Fig. 1: M1 wires
The bar under the picture is 20 um long.
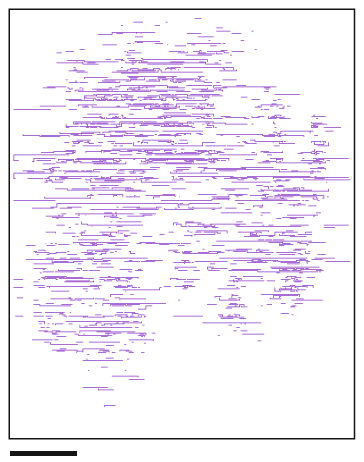
Fig. 2: met2 routing
The bar under the picture is 20 um long. Cells faint in the background.
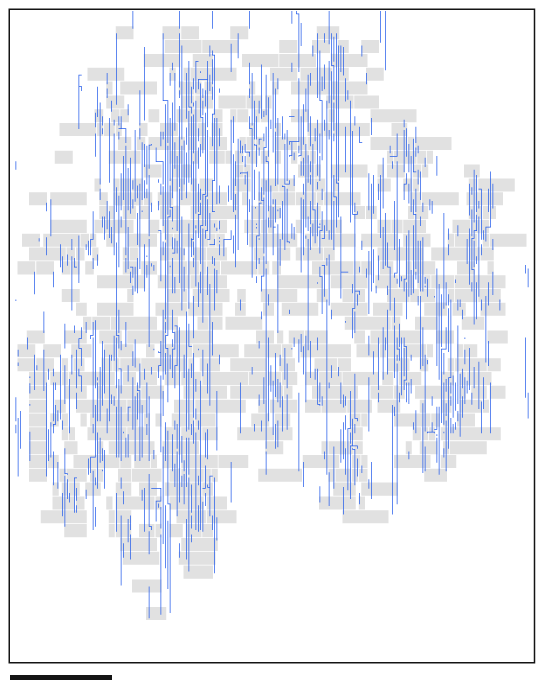
Fig. 3: met3 routing
The bar under the picture is 20 um long. Cells faint in the background.
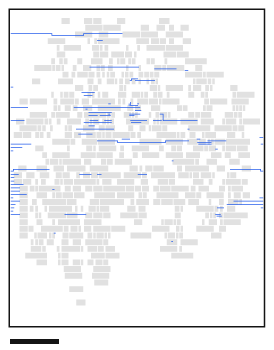
Fig. 4: the metal 4 layer
The bar under the picture is 20 um long.
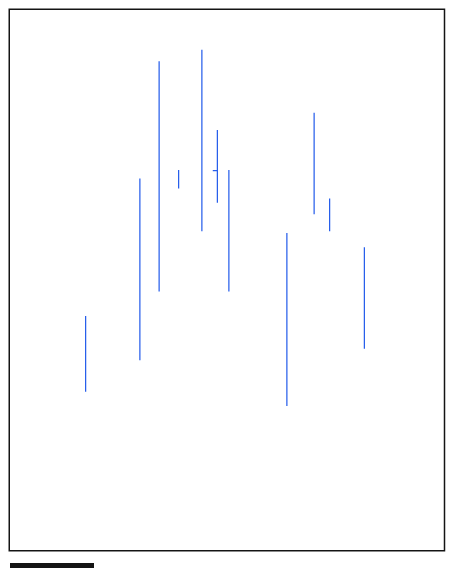
Fig. 5: routing congestion
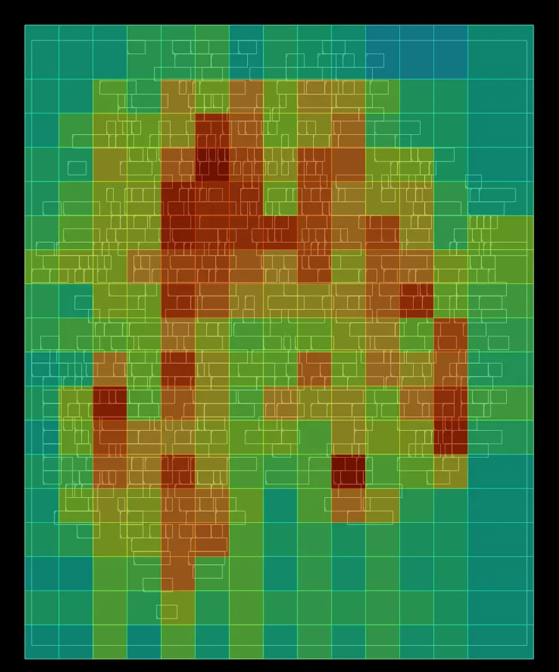
==> config.mk <==
export PLATFORM = sky130hd
export DESIGN_NAME = io_supply_seq
export DESIGN_NICKNAME = d
export VERILOG_FILES = /design/src/rtl/io_supply_seq.sv
export SDC_FILE = /design/constraint.sdc
export NUM_CORES = 1
export LEC_CHECK = 0
export CAP_MARGIN = 20
export CORE_ASPECT_RATIO = 1.25
export CORE_UTILIZATION = 30
export CTS_BUF_LIST = sky130_fd_sc_hd__clkbuf_4 sky130_fd_sc_hd__clkbuf_8 sky130_fd_sc_hd__clkbuf_16
export DETAILED_ROUTE_END_ITERATION = 10
export GPL_TIMING_DRIVEN = 0
export PLACE_DENSITY = 0.57
export SLEW_MARGIN = 20
export SYNTH_ARGS = -nofsm -noshare
export SYNTH_HDL_FRONTEND = slang
export SYNTH_SLANG_ARGS = --single-unit
==> constraint.sdc <==
create_clock -name clk -period 2.93 [get_ports clk]
set_clock_uncertainty 0.05 [all_clocks]
set_input_delay 0.4395 -clock clk [delete_from_list [all_inputs] [get_ports clk]]
set_output_delay 0.4395 -clock clk [all_outputs]
set_load 0.005 [all_outputs]
==> impl_metrics.yaml <==
# implementation run metrics
setup_path:
  crit_family: "simple AND/OR/NAND/NOR gates"
  r2r_cells: 13
  critPathKind: "reg -> reg"
logic_synthesis:
  yosys_warnings: 0
  synth-seq-area-share_pct: 30.9
  avgSynthCellArea_um2: 8.35
  ys.flops: 59
  ys_chip_area_um2: 3820
  synth-edff-count: 0
  flop_cell: "dfxtp_1"
  ys_types: 62
place:
  dp_hpwl_um: 7370
cells_and_area:
  nets: 590
floorplanning:
  io_pins: 37
  dieWidth_um: 103
  core_area_um2: 12300
timing:
  slew_viol_final: 0
  worst_slack_ns: -0.221
  finalSetupViolCount: 27
clocking:
  tritoncts: "done"
  cts_sinks: 59
route:
  ant_nets: 0
grt:
  grt_pass1_vias: 3583
flow_run:
  warning_count: 29
outcome:
  violations: "negative setup slack"
  outcome: "finished with violations"
min_path:
  holdPathStages: 1
## Picture notes: Fig. 1
share of all routed wire = 44%
main direction = horizontal
nets with wire on the layer = 543
GR Util met1: 19.9%
vias: 3640
WL final: 10500 um

## Picture notes: Fig. 2
share of all routed wire = 49%
wire length on this layer = 5110 um
main direction = vertical
longest straight run = 35.4 um
met2 Resource Use GR: 27.3%

## Picture notes: Fig. 3
share of all routed wire = 4.2%
longest straight run = 26.7 um
nets with wire on the layer = 62
grt met3 use: 2.73%

## Picture notes: Fig. 4
wire length on this layer = 304 um
longest straight run = 54.4 um
nets with wire on the layer = 9

## Picture notes: Fig. 5
Core Util, Final: 44.4%
most used routing layer: met2
Overall Global Routing Usage: 16.4%
Avg WL per Cell: 15.0 um

[per-stage QoR]
stage,std cells,setup TNS [ns],power (W),cell area [um2]
after global placement,657,-29.44,0.00139,4470
after CTS,690,-4.27,0.00249,5160
final,696,-4.86,0.00254,5450
after global routing,696,-7.90,0.00266,5450
after detailed placement,657,-29.49,0.00140,4470
after floorplan,458,-2.70,0.00122,3910
[cell families (layout without fill, tap and decap cells)]
group           count (synthesis)  in the layout  synth area share [%]
mux                            11             11                  3.21
buf+inv                        54            128                  5.72
xor+xnor                       18             18                  4.12
simple gates                  169            169                  22.8
flops                          59             59                  30.9
compound gates                109            109                  20.9
fa+ha+maj                      38             38                  12.4
[layer usage]
layer,vias up,part of all wire (%)
li1,1786,-
met1,1719,44
met2,109,49
met3,26,4.1
met4,0,2.9
met5,-,0
[cells in the mapped netlist (3+ instances only)]
library cell	count	area (um2)
xnor2_1	12	105
inv_1	38	143
a31oi_1	10	62.6
nand2b_1	12	75.1
a21o_1	3	22.5
nor3_1	13	65.1
nand3_1	23	115
or3_1	5	31.3
nor2b_1	15	93.8
and3_1	4	25.0
xor2_1	6	52.6
a211oi_1	7	52.6
a2111oi_0	3	26.3
a21oi_2	8	70.1
nor4_1	3	18.8
and4_1	3	26.3
mux2i_1	10	100
o21a_1	5	37.5
ha_1	38	475
a311oi_1	3	26.3
dfxtp_1	59	1180
clkbuf_1	13	48.8
and2_1	3	18.8
a21oi_1	21	105
nand2_1	26	97.6
nor2_1	46	173
o21ai_0	22	110
or2_2	5	31.3
[layout make-up]
| type | count | area [um2] |
|---|---|---|
| Clock inverter | 1 | 7.51 |
| Fill cell | 1248 | 6830 |
| Multi-Input combinational cell | 345 | 2960 |
| Inverter | 38 | 146 |
| Clock buffer | 14 | 282 |
| Buffer | 16 | 85.1 |
| Sequential cell | 59 | 1190 |
| Tap cell | 164 | 205 |
| Timing Repair Buffer | 59 | 568 |
[power by group]
part | switching [W] | internal [W]
Sequential | 0.0000395 | 0.000848
Combinational | 0.000330 | 0.000310
Clock | 0.000355 | 0.000655
Total | 0.000724 | 0.00181
[timing repair]
| item | 4_1_cts | 5_1_grt |
|---|---|---|
| pin swaps | 21 | 8 |
| buffers inserted | 17 | 6 |
| endpoints found under the setup margin | 35 | 31 |
| gates resized | 61 | 38 |
| gates cloned | 1 | 0 |
| hold buffers | 0 | 0 |
Power figures rest on the tool's default switching activity, not on a simulated workload.
